Design fetch_stage, sky130hd; sources not shown.
M1 wires:
Scale: 2 px per um. Supply wires on this layer in grey.
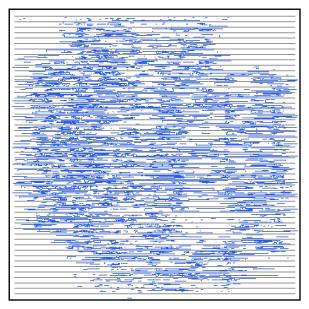
wire length on this layer	11300 um
longest straight run	49.7 um
share of all routed wire	41%
main direction	horizontal
nets with wire on the layer	1020
total wire length after detailed routing: 27.6 mm
vias after detailed routing: 7427

Signal wires on met2:
Scale: 2 px per um.
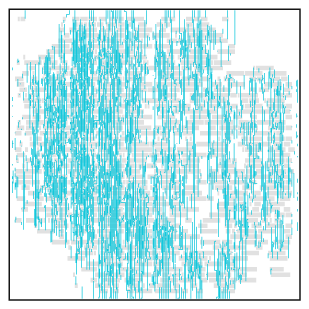
nets with wire on the layer	992
wire length on this layer	13400 um
share of all routed wire	49%
main direction	vertical
GR Util met2: 36.8%

The metal 3 layer:
Scale: 2 px per um.
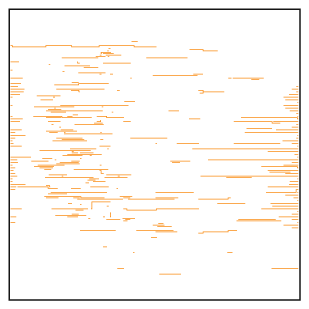
main direction	horizontal
share of all routed wire	7.6%
nets with wire on the layer	193
met3 usage: 4.57%

M4 wires:
Scale: 2 px per um. Supply wires on this layer in grey.
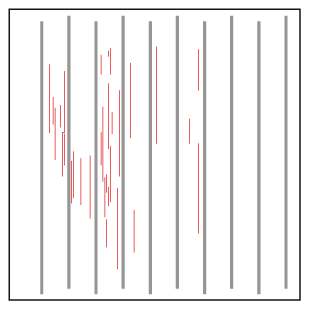
longest straight run	48.3 um
share of all routed wire	2.6%
wire length on this layer	721 um
main direction	vertical

Placed standard cells:
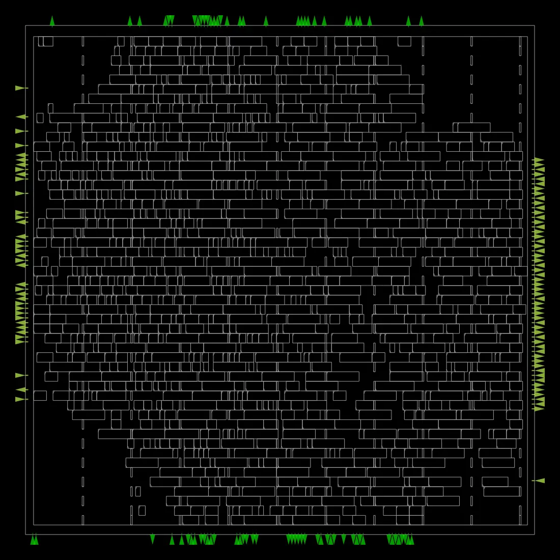
core region area: 19500 um2
end-of-flow core utilization: 67.7%

==> impl_results.html <==
<h2>Implementation results</h2>
<table>
<tr><th>Metric</th><th>Value</th></tr>
<tr><th colspan="2">Worst setup path</th></tr>
<tr><td>Buffer and inverter count on the worst path</td><td>7</td></tr>
<tr><td>Depth of the worst register-to-register path</td><td>9</td></tr>
<tr><td>Required time worst endpoint</td><td>2.64 ns</td></tr>
<tr><td>Critical path capture point type</td><td>flip-flop</td></tr>
<tr><td>Cell depth of the worst setup path</td><td>14</td></tr>
<tr><td>Critical path startpoint category</td><td>input pin</td></tr>
<tr><td>Largest driver fanout on the critical path</td><td>7</td></tr>
<tr><td>Path type of the worst setup path</td><td>in -&gt; reg</td></tr>
<tr><td>Ordered list of cells on the worst path</td><td>buf_12, buf_12, buf_12, buf_12, buf_12, mux2_4, ha_4, nand4b_1, a22oi_2, buf_6, nand4_4, buf_4, o21a_1, o31ai_1</td></tr>
<tr><td>Dominant cell type by count on the critical path</td><td>buf_12</td></tr>
<tr><td>Reg-to-reg slack, setup</td><td>0.12 ns</td></tr>
<tr><td>Critical path arrival</td><td>2.96 ns</td></tr>
<tr><td>Delay of the slowest cell on the worst path</td><td>0.25 ns</td></tr>
<tr><td>Cell family with the largest share of critical-path delay</td><td>buffers and inverters</td></tr>
<tr><td>CP max-delay cell</td><td>a22oi_2</td></tr>
<tr><th colspan="2">Finish</th></tr>
<tr><td>Fraction of layout instances using a drive strength above 1</td><td>31.0%</td></tr>
<tr><td>Largest register FFs</td><td>65</td></tr>
<tr><td>Number of nets at the end of the flow</td><td>1108</td></tr>
<tr><td>ANT cells</td><td>0</td></tr>
<tr><td>Layout-stage area growth over the synthesis result</td><td>48.1%</td></tr>
<tr><th colspan="2">Floorplan</th></tr>
<tr><td>Total die size</td><td>20900 um2</td></tr>
<tr><td>Starting density of the core</td><td>45.7%</td></tr>
<tr><td>I/O pin total</td><td>166</td></tr>
<tr><td>Rows</td><td>51</td></tr>
<tr><td>Die boundary height</td><td>145 um</td></tr>
<tr><td>Horizontal die dimension</td><td>145 um</td></tr>
<tr><th colspan="2">Timing</th></tr>
<tr><td>Max Transition Viols Final</td><td>0</td></tr>
<tr><td>Worst Max-Slew Pin Slew</td><td>0.661 ns</td></tr>
<tr><td>Endpoints failing hold</td><td>0</td></tr>
<tr><td>Setup-failing EPs final</td><td>89</td></tr>
<tr><td>Final cycle utilization of the critical path</td><td>114%</td></tr>
<tr><td>Final-layout setup total negative slack</td><td>-14.10 ns</td></tr>
<tr><td>RSZ-0062 raised after global routing</td><td>yes</td></tr>
<tr><td>Max Clk Rate</td><td>0.382 GHz</td></tr>
<tr><td>Clock Skew</td><td>0.0117 ns</td></tr>
<tr><td>Final WS setup</td><td>-0.320 ns</td></tr>
<tr><td>Max-slew headroom at the worst pin</td><td>55.9%</td></tr>
<tr><th colspan="2">Place</th></tr>
<tr><td>Count of buffers from port buffering</td><td>161</td></tr>
<tr><td>HPWL reported at the end of detailed placement</td><td>16.7 mm</td></tr>
<tr><td>Placed Cells incl. Taps</td><td>1184</td></tr>
<tr><td>Final GP Congestion</td><td>0.896</td></tr>
<tr><td>Worst-case setup slack after placement</td><td>-1.68 ns</td></tr>
<tr><th colspan="2">Detailed routing</th></tr>
<tr><td>Starting DRT DRC Count</td><td>793</td></tr>
<tr><td>Total iterations of the first detailed-routing run</td><td>8</td></tr>
<tr><td>Met3 Wirelength</td><td>2.10 mm</td></tr>
<tr><td>Drt drc</td><td>0</td></tr>
<tr><td>Detailed-routed wire length on met2</td><td>13.4 mm</td></tr>
<tr><td>Antenna-violating nets left</td><td>0</td></tr>
<tr><td>Top routing layer in use</td><td>met4</td></tr>
<tr><td>Per-cell routed wire length</td><td>21.0 um</td></tr>
<tr><td>Post-DR vias/cell</td><td>5.65</td></tr>
<tr><th colspan="2">CTS</th></tr>
<tr><td>Clock network latency to the later pin of the worst-skew pair</td><td>0.44 ns</td></tr>
<tr><td>Clock Path Buffers</td><td>2</td></tr>
<tr><td>TritonCTS clock tree</td><td>built</td></tr>
<tr><td>Clock transition at path regs</td><td>0.07 ns</td></tr>
<tr><td>Root cell of the clock tree</td><td>clkbuf_16</td></tr>
<tr><td>Number of levels the H-tree was split into</td><td>4</td></tr>
<tr><td>Clock tree sinks</td><td>191</td></tr>
<tr><th colspan="2">Yosys</th></tr>
<tr><td>Post-synth top area share</td><td>52.9%</td></tr>
<tr><td>Chip Area, Yosys</td><td>8900 um2</td></tr>
<tr><td>Avg Inst Size Synth</td><td>11.8 um2</td></tr>
<tr><td>Count leader, synth</td><td>dfrtp_1</td></tr>
<tr><td>Number of warnings printed during yosys synthesis</td><td>6</td></tr>
<tr><td>Number of cells in the yosys synthesis report</td><td>754</td></tr>
<tr><td>Fraction of registers with async set or reset after synthesis</td><td>100%</td></tr>
<tr><td>Synthesized area</td><td>8900 um2</td></tr>
<tr><td>Ranking of synthesized cells by instance count</td><td>dfrtp_1, inv_1, a222oi_1</td></tr>
<tr><td>Number of enable flip-flop cells</td><td>0</td></tr>
<tr><td>FF+latch count, synth</td><td>191</td></tr>
<tr><td>Seq/Total Area, Yosys</td><td>53.8%</td></tr>
<tr><td>Cell type with the largest total area after synthesis</td><td>dfrtp_1</td></tr>
<tr><td>Synth top area cells</td><td>dfrtp_1, mux2_4, a222oi_1</td></tr>
<tr><td>Top FF cell, synth</td><td>dfrtp_1</td></tr>
<tr><td>Post-synthesis cell count</td><td>754</td></tr>
<tr><td>Number of library cell types mapped by synthesis</td><td>66</td></tr>
<tr><th colspan="2">Pwr</th></tr>
<tr><td>Leak pwr</td><td>6.27 nW</td></tr>
<tr><td>Pwr per Cell Area</td><td>733 nW/um2</td></tr>
<tr><td>Worst ir drop on vdd</td><td>0.000578 V</td></tr>
<tr><th colspan="2">Status</th></tr>
<tr><td>Violations in the final reports</td><td>setup timing</td></tr>
<tr><td>Run status</td><td>finished, violations left</td></tr>
<tr><th colspan="2">Global route</th></tr>
<tr><td>Remaining global-route overflow</td><td>0</td></tr>
<tr><td>Number of global-route vias before repair</td><td>6656</td></tr>
<tr><td>Overall routing resource usage</td><td>23.2%</td></tr>
<tr><th colspan="2">Job</th></tr>
<tr><td>Count of tool warnings</td><td>31</td></tr>
<tr><td>Max-cap viol count</td><td>0</td></tr>
</table>
[report_power, final]
| group | switching (mW) | internal, mW | leakage, nW |
|---|---|---|---|
| combinational | 0.935 | 1.30 | 3.65 |
| clock | 1.29 | 1.81 | 0.289 |
| sequential | 0.425 | 3.89 | 2.33 |
[logic make-up (layout without fill, tap and decap cells)]
family / after synthesis / count (layout) / synth area share (%)
flops: 191 / 191 / 53.8
simple gates: 159 / 159 / 9.52
compound gates: 152 / 152 / 13.2
buf+inv: 140 / 433 / 7.76
mux: 93 / 93 / 13.9
xor+xnor: 17 / 17 / 1.67
fa+ha+maj: 1 / 1 / 0.141
other cells: 1 / 4 / 0.0422
[cell usage in the layout, fill, tap and decap left out, types with 10 or more instances in the layout]
cell type / netlist / layout
clkbuf_1: 28 / 19
clkbuf_16: 0 / 27
clkbuf_2: 0 / 14
xnor2_1: 16 / 14
clkdlybuf4s50_1: 0 / 114
buf_4: 2 / 75
buf_6: 2 / 28
nand2_1: 29 / 26
a222oi_1: 61 / 61
a21oi_1: 48 / 47
buf_12: 8 / 21
mux2_4: 60 / 67
dlymetal6s2s_1: 0 / 20
mux2i_4: 0 / 23
inv_2: 1 / 10
dfrtp_1: 188 / 188
nor2_1: 58 / 57
nand3_1: 16 / 14
inv_1: 89 / 79
[metrics by stage]
step | cell area [um2] | total power, mW | util, % | hold slack (ns)
6_report | 13200 | 9.66 | 67.7 | 0.0730
5_1_grt | 13200 | 10.0 | 67.7 | 0.104
4_1_cts | 11600 | 9.21 | 59.7 | 0.165
3_5_place_dp | 11000 | 6.12 | 56.5 | 0.470
3_3_place_gp | 11000 | 6.06 | 56.3 | 0.459
2_1_floorplan | 9020 | 5.29 | - | 0.279
[routing by layer]
layer,vias to the layer above,track usage (%)
met2,381,36.8
li1,3285,-
met1,3694,33.1
met5,-,0
met3,67,4.57
met4,0,5.77
[layout make-up]
class / count / area [um2]
Clock buffer: 21 / 480
Timing Repair Buffer: 263 / 2700
Multi-Input combinational cell: 426 / 3920
Buffer: 50 / 487
Inverter: 90 / 345
Sequential cell: 191 / 4780
Clock inverter: 9 / 134
Tap cell: 265 / 332
Fill cell: 1370 / 6290
Power and IR drop assume default switching activity.
